$ cat src/rtl/cpu_types_pkg.sv
// rtl/cpu_types_pkg.sv - shared types and control-vector constants for the hazard controller
package cpu_types_pkg;

    typedef enum logic [2:0] {
        RUN      = 3'd0,
        LU_STALL = 3'd1,
        MEM_WAIT = 3'd2,
        FLUSH    = 3'd3,
        HALTED   = 3'd4
    } hazard_state_t;

    typedef enum logic [1:0] {
        FWD_RF    = 2'b00,
        FWD_EXMEM = 2'b01,
        FWD_MEMWB = 2'b10
    } fwd_sel_t;

    // Per-stage enables followed by per-stage flushes (no flush exists for the PC).
    typedef struct packed {
        logic en_pc;
        logic en_ifid;
        logic en_idex;
        logic en_exmem;
        logic en_memwb;
        logic fl_ifid;
        logic fl_idex;
        logic fl_exmem;
        logic fl_memwb;
    } hz_ctrl_t;

    localparam hz_ctrl_t CTRL_RUN     = 9'b11111_0000;  // everything advances
    localparam hz_ctrl_t CTRL_HOLD    = 9'b00000_0000;  // whole pipe frozen
    localparam hz_ctrl_t CTRL_RESET   = 9'b00000_1111;  // frozen and every latch cleared
    localparam hz_ctrl_t CTRL_BUBBLE  = 9'b00111_0100;  // PC/IF-ID hold, bubble into EX
    localparam hz_ctrl_t CTRL_BRANCH  = 9'b11111_1110;  // redirect: kill the three younger stages
    localparam hz_ctrl_t CTRL_REFETCH = 9'b00000_1000;  // waiting on target fetch, keep IF/ID empty

    // Stall-counter preload after the first bubble; out-of-range values are clamped into 1..3.
    function automatic logic [1:0] lu_preload(input int bubbles);
        if (bubbles <= 1) return 2'd0;
        else if (bubbles >= 3) return 2'd2;
        else return 2'(bubbles - 1);
    endfunction

endpackage

$ cat src/rtl/hazard_ctrl_p_if.sv
// rtl/hazard_ctrl_p_if.sv - pipeline status in, stage control out
interface hazard_ctrl_p_if import cpu_types_pkg::*; #(parameter int REG_W = 5);

    logic             ihit;
    logic             dhit;
    logic [REG_W-1:0] ifid_rs;
    logic [REG_W-1:0] ifid_rt;
    logic [REG_W-1:0] idex_rs;
    logic [REG_W-1:0] idex_rt;
    logic [REG_W-1:0] idex_rd;
    logic [REG_W-1:0] exmem_rd;
    logic [REG_W-1:0] memwb_rd;
    logic             idex_wen;
    logic             exmem_wen;
    logic             memwb_wen;
    logic             idex_dREN;
    logic             exmem_memreq;
    logic             branch_taken;
    logic             halt;

    logic             pc_enable;
    logic             ifid_enable;
    logic             idex_enable;
    logic             exmem_enable;
    logic             memwb_enable;
    logic             ifid_flush;
    logic             idex_flush;
    logic             exmem_flush;
    logic             memwb_flush;
    fwd_sel_t         fwd_a;
    fwd_sel_t         fwd_b;
    logic             halted;

    // Datapath side: reports pipeline status, consumes stage control.
    modport master (
        output ihit, dhit, ifid_rs, ifid_rt, idex_rs, idex_rt,
               idex_rd, exmem_rd, memwb_rd, idex_wen, exmem_wen, memwb_wen,
               idex_dREN, exmem_memreq, branch_taken, halt,
        input  pc_enable, ifid_enable, idex_enable, exmem_enable, memwb_enable,
               ifid_flush, idex_flush, exmem_flush, memwb_flush,
               fwd_a, fwd_b, halted
    );

    // Hazard controller side.
    modport slave (
        input  ihit, dhit, ifid_rs, ifid_rt, idex_rs, idex_rt,
               idex_rd, exmem_rd, memwb_rd, idex_wen, exmem_wen, memwb_wen,
               idex_dREN, exmem_memreq, branch_taken, halt,
        output pc_enable, ifid_enable, idex_enable, exmem_enable, memwb_enable,
               ifid_flush, idex_flush, exmem_flush, memwb_flush,
               fwd_a, fwd_b, halted
    );

endinterface

$ cat src/rtl/hazard_fwd_sel.sv
// rtl/hazard_fwd_sel.sv - operand bypass select for one EX source register
module hazard_fwd_sel import cpu_types_pkg::*; #(
    parameter int REG_W  = 5,
    parameter int FWD_EN = 1
) (
    input  logic [REG_W-1:0] src_i,
    input  logic [REG_W-1:0] exmem_rd_i,
    input  logic             exmem_wen_i,
    input  logic [REG_W-1:0] memwb_rd_i,
    input  logic             memwb_wen_i,
    output fwd_sel_t         sel_o
);

    // Youngest producer wins; $0 is hard-wired and never bypassed.
    always_comb begin
        sel_o = FWD_RF;
        if (FWD_EN != 0 && src_i != '0) begin
            if (exmem_wen_i && exmem_rd_i == src_i) begin
                sel_o = FWD_EXMEM;
            end else if (memwb_wen_i && memwb_rd_i == src_i) begin
                sel_o = FWD_MEMWB;
            end
        end
    end

endmodule

$ cat src/rtl/hazard_ctrl_p.sv
// rtl/hazard_ctrl_p.sv - 5-stage pipeline stall/flush/forward controller
module hazard_ctrl_p import cpu_types_pkg::*; #(
    parameter int REG_W   = 5,
    parameter int BUBBLES = 1,
    parameter int FWD_EN  = 1
) (
    input  logic                  CLK,
    input  logic                  RST,
    hazard_ctrl_p_if.slave        hz
);

    localparam logic [1:0] LU_INIT = lu_preload(BUBBLES);

    hazard_state_t state_q, state_d;
    logic [1:0]    cnt_q, cnt_d;
    logic          halted_q, halted_d;
    hz_ctrl_t      ctrl;
    hz_ctrl_t      ctrl_out;
    fwd_sel_t      fwd_a_sel, fwd_b_sel;

    logic mem_miss, adv, load_use, raw_any;

    // A writing, non-zero destination that the ID instruction reads.
    function automatic logic reads_dest(input logic [REG_W-1:0] rd, input logic wen,
                                        input logic [REG_W-1:0] rs, input logic [REG_W-1:0] rt);
        return wen && (rd != '0) && (rd == rs || rd == rt);
    endfunction

    assign mem_miss = hz.exmem_memreq & ~hz.dhit;
    assign adv      = hz.ihit & ~mem_miss;
    assign load_use = hz.idex_dREN & reads_dest(hz.idex_rd, hz.idex_wen, hz.ifid_rs, hz.ifid_rt);
    // Without bypassing, any in-flight producer of an ID source must drain first.
    assign raw_any  = (FWD_EN == 0) &&
                      (reads_dest(hz.idex_rd,  hz.idex_wen,  hz.ifid_rs, hz.ifid_rt) ||
                       reads_dest(hz.exmem_rd, hz.exmem_wen, hz.ifid_rs, hz.ifid_rt) ||
                       reads_dest(hz.memwb_rd, hz.memwb_wen, hz.ifid_rs, hz.ifid_rt));

    // Next state and stage control, resolved halt > miss > branch > stall > run.
    always_comb begin
        ctrl     = CTRL_HOLD;
        state_d  = state_q;
        cnt_d    = cnt_q;
        halted_d = halted_q;

        if (state_q == HALTED || hz.halt) begin
            state_d  = HALTED;
            halted_d = 1'b1;
        end else if (mem_miss) begin
            // Any pending stall is abandoned; load-use is re-evaluated after the miss.
            state_d = MEM_WAIT;
            cnt_d   = 2'd0;
        end else if (!hz.ihit) begin
            if (state_q == FLUSH) begin
                ctrl = CTRL_REFETCH;
            end else if (state_q == MEM_WAIT) begin
                state_d = RUN;
            end
        end else if (hz.branch_taken) begin
            ctrl    = CTRL_BRANCH;
            state_d = FLUSH;
            cnt_d   = 2'd0;
        end else if (state_q == LU_STALL) begin
            ctrl    = CTRL_BUBBLE;
            cnt_d   = (cnt_q != 2'd0) ? cnt_q - 2'd1 : 2'd0;
            state_d = (cnt_q <= 2'd1) ? RUN : LU_STALL;
        end else if (load_use) begin
            // This cycle is the first bubble; the counter covers the rest.
            ctrl = CTRL_BUBBLE;
            if (BUBBLES > 1) begin
                state_d = LU_STALL;
                cnt_d   = LU_INIT;
            end else begin
                state_d = RUN;
            end
        end else if (raw_any) begin
            ctrl    = CTRL_BUBBLE;
            state_d = RUN;
        end else begin
            ctrl    = CTRL_RUN;
            state_d = RUN;
            cnt_d   = 2'd0;
        end
    end

    // State, stall counter and sticky halt; reset wins from any state.
    always_ff @(posedge CLK) begin
        if (RST) begin
            state_q  <= RUN;
            cnt_q    <= 2'd0;
            halted_q <= 1'b0;
        end else begin
            state_q  <= state_d;
            cnt_q    <= cnt_d;
            halted_q <= halted_d;
        end
    end

    hazard_fwd_sel #(.REG_W(REG_W), .FWD_EN(FWD_EN)) u_fwd_a (
        .src_i       (hz.idex_rs),
        .exmem_rd_i  (hz.exmem_rd),
        .exmem_wen_i (hz.exmem_wen),
        .memwb_rd_i  (hz.memwb_rd),
        .memwb_wen_i (hz.memwb_wen),
        .sel_o       (fwd_a_sel)
    );

    hazard_fwd_sel #(.REG_W(REG_W), .FWD_EN(FWD_EN)) u_fwd_b (
        .src_i       (hz.idex_rt),
        .exmem_rd_i  (hz.exmem_rd),
        .exmem_wen_i (hz.exmem_wen),
        .memwb_rd_i  (hz.memwb_rd),
        .memwb_wen_i (hz.memwb_wen),
        .sel_o       (fwd_b_sel)
    );

    assign ctrl_out = RST ? CTRL_RESET : ctrl;

    assign hz.pc_enable    = ctrl_out.en_pc;
    assign hz.ifid_enable  = ctrl_out.en_ifid;
    assign hz.idex_enable  = ctrl_out.en_idex;
    assign hz.exmem_enable = ctrl_out.en_exmem;
    assign hz.memwb_enable = ctrl_out.en_memwb;
    assign hz.ifid_flush   = ctrl_out.fl_ifid;
    assign hz.idex_flush   = ctrl_out.fl_idex;
    assign hz.exmem_flush  = ctrl_out.fl_exmem;
    assign hz.memwb_flush  = ctrl_out.fl_memwb;
    assign hz.fwd_a        = RST ? FWD_RF : fwd_a_sel;
    assign hz.fwd_b        = RST ? FWD_RF : fwd_b_sel;
    assign hz.halted       = ~RST & halted_d;

endmodule

$ cat src/flat_wrapper.sv
// flat-port wrapper written by rule: the top's interface ports become plain ports
module hazard_ctrl_p_flat import cpu_types_pkg::*;
#(
    parameter int REG_W   = 5,
    parameter int BUBBLES = 1,
    parameter int FWD_EN  = 1
)
  (CLK, RST, hz_ihit, hz_dhit, hz_ifid_rs, hz_ifid_rt, hz_idex_rs, hz_idex_rt, hz_idex_rd, hz_exmem_rd, hz_memwb_rd, hz_idex_wen, hz_exmem_wen, hz_memwb_wen, hz_idex_dREN, hz_exmem_memreq, hz_branch_taken, hz_halt, hz_pc_enable, hz_ifid_enable, hz_idex_enable, hz_exmem_enable, hz_memwb_enable, hz_ifid_flush, hz_idex_flush, hz_exmem_flush, hz_memwb_flush, hz_fwd_a, hz_fwd_b, hz_halted);
  hazard_ctrl_p_if #(.REG_W(REG_W)) hz_i ();
  input  logic CLK;
  input  logic RST;
  input wire logic [$bits(hz_i.ihit)-1:0] hz_ihit;
  input wire logic [$bits(hz_i.dhit)-1:0] hz_dhit;
  input wire logic [$bits(hz_i.ifid_rs)-1:0] hz_ifid_rs;
  input wire logic [$bits(hz_i.ifid_rt)-1:0] hz_ifid_rt;
  input wire logic [$bits(hz_i.idex_rs)-1:0] hz_idex_rs;
  input wire logic [$bits(hz_i.idex_rt)-1:0] hz_idex_rt;
  input wire logic [$bits(hz_i.idex_rd)-1:0] hz_idex_rd;
  input wire logic [$bits(hz_i.exmem_rd)-1:0] hz_exmem_rd;
  input wire logic [$bits(hz_i.memwb_rd)-1:0] hz_memwb_rd;
  input wire logic [$bits(hz_i.idex_wen)-1:0] hz_idex_wen;
  input wire logic [$bits(hz_i.exmem_wen)-1:0] hz_exmem_wen;
  input wire logic [$bits(hz_i.memwb_wen)-1:0] hz_memwb_wen;
  input wire logic [$bits(hz_i.idex_dREN)-1:0] hz_idex_dREN;
  input wire logic [$bits(hz_i.exmem_memreq)-1:0] hz_exmem_memreq;
  input wire logic [$bits(hz_i.branch_taken)-1:0] hz_branch_taken;
  input wire logic [$bits(hz_i.halt)-1:0] hz_halt;
  output wire logic [$bits(hz_i.pc_enable)-1:0] hz_pc_enable;
  output wire logic [$bits(hz_i.ifid_enable)-1:0] hz_ifid_enable;
  output wire logic [$bits(hz_i.idex_enable)-1:0] hz_idex_enable;
  output wire logic [$bits(hz_i.exmem_enable)-1:0] hz_exmem_enable;
  output wire logic [$bits(hz_i.memwb_enable)-1:0] hz_memwb_enable;
  output wire logic [$bits(hz_i.ifid_flush)-1:0] hz_ifid_flush;
  output wire logic [$bits(hz_i.idex_flush)-1:0] hz_idex_flush;
  output wire logic [$bits(hz_i.exmem_flush)-1:0] hz_exmem_flush;
  output wire logic [$bits(hz_i.memwb_flush)-1:0] hz_memwb_flush;
  output wire logic [$bits(hz_i.fwd_a)-1:0] hz_fwd_a;
  output wire logic [$bits(hz_i.fwd_b)-1:0] hz_fwd_b;
  output wire logic [$bits(hz_i.halted)-1:0] hz_halted;
  assign hz_i.ihit = hz_ihit;
  assign hz_i.dhit = hz_dhit;
  assign hz_i.ifid_rs = hz_ifid_rs;
  assign hz_i.ifid_rt = hz_ifid_rt;
  assign hz_i.idex_rs = hz_idex_rs;
  assign hz_i.idex_rt = hz_idex_rt;
  assign hz_i.idex_rd = hz_idex_rd;
  assign hz_i.exmem_rd = hz_exmem_rd;
  assign hz_i.memwb_rd = hz_memwb_rd;
  assign hz_i.idex_wen = hz_idex_wen;
  assign hz_i.exmem_wen = hz_exmem_wen;
  assign hz_i.memwb_wen = hz_memwb_wen;
  assign hz_i.idex_dREN = hz_idex_dREN;
  assign hz_i.exmem_memreq = hz_exmem_memreq;
  assign hz_i.branch_taken = hz_branch_taken;
  assign hz_i.halt = hz_halt;
  assign hz_pc_enable = hz_i.pc_enable;
  assign hz_ifid_enable = hz_i.ifid_enable;
  assign hz_idex_enable = hz_i.idex_enable;
  assign hz_exmem_enable = hz_i.exmem_enable;
  assign hz_memwb_enable = hz_i.memwb_enable;
  assign hz_ifid_flush = hz_i.ifid_flush;
  assign hz_idex_flush = hz_i.idex_flush;
  assign hz_exmem_flush = hz_i.exmem_flush;
  assign hz_memwb_flush = hz_i.memwb_flush;
  assign hz_fwd_a = hz_i.fwd_a;
  assign hz_fwd_b = hz_i.fwd_b;
  assign hz_halted = hz_i.halted;
  hazard_ctrl_p #(.REG_W(REG_W), .BUBBLES(BUBBLES), .FWD_EN(FWD_EN)) u_core (.CLK(CLK), .RST(RST), .hz(hz_i));
endmodule
$ cat config.mk
export PLATFORM = sky130hd
export DESIGN_NAME = hazard_ctrl_p_flat
export DESIGN_NICKNAME = d
export VERILOG_FILES = /design/src/rtl/cpu_types_pkg.sv /design/src/rtl/hazard_ctrl_p_if.sv /design/src/rtl/hazard_fwd_sel.sv /design/src/rtl/hazard_ctrl_p.sv /design/src/flat_wrapper.sv
export SDC_FILE = /design/constraint.sdc
export NUM_CORES = 1
export LEC_CHECK = 0
export CORE_MARGIN = 4
export CORE_UTILIZATION = 32
export CTS_CLUSTER_DIAMETER = 80
export DETAILED_ROUTE_END_ITERATION = 12
export PLACE_DENSITY = 0.77
export SYNTH_ARGS = -nofsm -noshare
export SYNTH_HDL_FRONTEND = slang
export SYNTH_SLANG_ARGS = --single-unit
$ cat constraint.sdc
create_clock -name CLK -period 1.3 [get_ports CLK]
set_input_delay 0.13 -clock CLK [delete_from_list [all_inputs] [get_ports CLK]]
set_output_delay 0.13 -clock CLK [all_outputs]
set_load 0.03 [all_outputs]
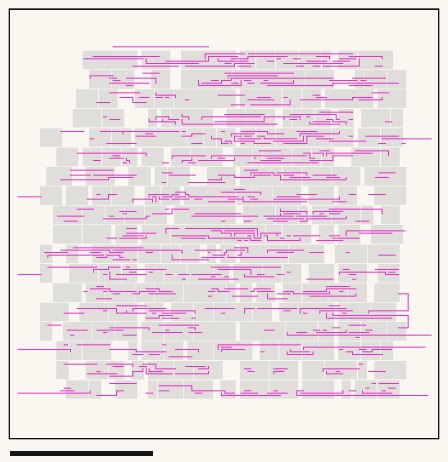
met1.png
Scale bar: 20 um. Cells faint in the background.
share of all routed wire = 31%
longest straight run = 20.2 um
M1 GR Usage: 21.4%
total number of vias: 1376
Routed WL: 4920 um

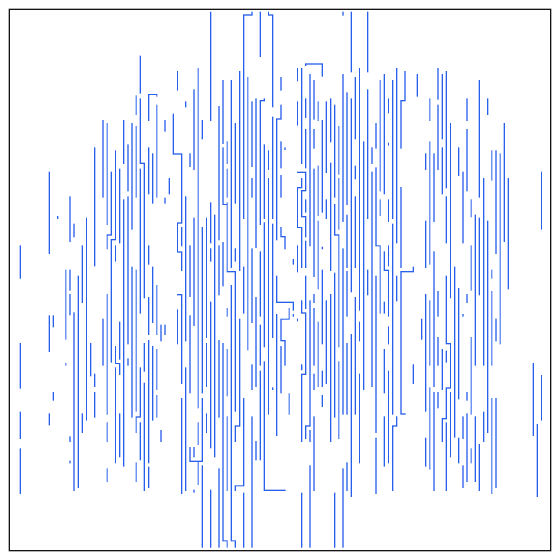
met2.png
nets with wire on the layer = 253
main direction = vertical
share of all routed wire = 54%
longest straight run = 37.7 um
routing usage on met2: 51.9%

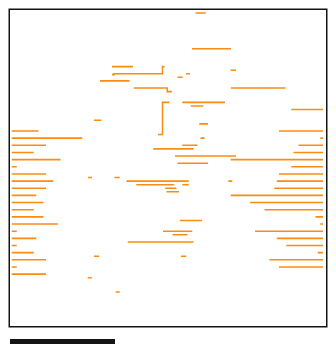
met3.png
Scale bar: 20 um.
main direction = horizontal
wire length on this layer = 416 um
met3 usage: 4.32%

-- worst register-to-register path, stage by stage, from the launching register on --
cell	delay (ns)
dfxtp_4	0.36
buf_6	0.13
nor3b_4	0.20
buf_4	0.16
buf_6	0.12
and4_1	0.21
a2bb2oi_2	0.06
o22ai_1	0.17
-- kinds of logic (layout without fill, tap and decap cells) --
family / after synthesis / after routing
AOI/OAI and AO/OA: 18 / 18
xor gates and xnor gates: 30 / 30
buffers and inverters: 10 / 120
DFF: 6 / 6
and+or+nand+nor: 50 / 50
-- per-stage QoR --
stage / total power (uW) / hold slack (ns) / cells / util [%]
after floorplan: 405 / 0.268 / 114 / -
after global placement: 704 / 0.439 / 238 / 70.4
after detailed placement: 720 / 0.449 / 238 / 70.4
after CTS: 968 / 0.476 / 251 / 80.2
after global routing: 1090 / 0.451 / 254 / 85.7
final: 1050 / 0.439 / 254 / 85.7
-- registers in the layout, summed over array words and instances, names as in the netlist --
name and cells:
u_core.state_q 3, u_core.cnt_q 2, u_core.halted_q 1
-- where the power goes --
part,internal [uW],switching [uW],leakage (uW),total [uW]
registers,190,8.27,0.0000509,198
clock network,106,89.9,0.0000138,196
logic,348,305,0.000935,653
-- repair_timing --
item,4_1_cts,5_1_grt
gates resized,147,37
pin swaps,32,18
cloned,0,0
endpoints found under the setup margin,15,18
setup buffers,10,4
-- per-layer routing --
metal | wire length [um] | track usage, % | up-vias
met5 | 0 | 0 | -
met4 | 286 | 14.9 | 0
met3 | 416 | 4.32 | 24
met2 | 2670 | 51.9 | 91
met1 | 1550 | 21.4 | 631
li1 | - | - | 630
==> run_results.csv <==
group,metric,value,unit
status,status,"finished, violations left",
yosys,ys_sh_simple,33.8,%
critical_path,worstReg2RegStart,"u_core.state_q[1]",
die,num_rows,18,
final_timing,fin_ws,-0.385,ns
power,peakVddDrop,558,uV
final_timing,slew_headroom,79.0,%
global_route,grt_pass1_vias,1469,
final_layout,ff_count,6,
die,floorplan.core_util,34.4,%
final_timing,rsz0062_at_grt,"yes",
yosys,ys.warnings.count,0,
place,place_area,1780,sq um
status,failed_checks,"negative setup slack",
die,n_tap_cell,30,
final_timing,setup_viol,18,
final_layout,fill_cells,130,
flow_run,max_cap_viol_count,0,
flow_run,warnings,29,
critical_path,cp_slowest_cell,"dfxtp_2",
Power and IR drop assume default switching activity.
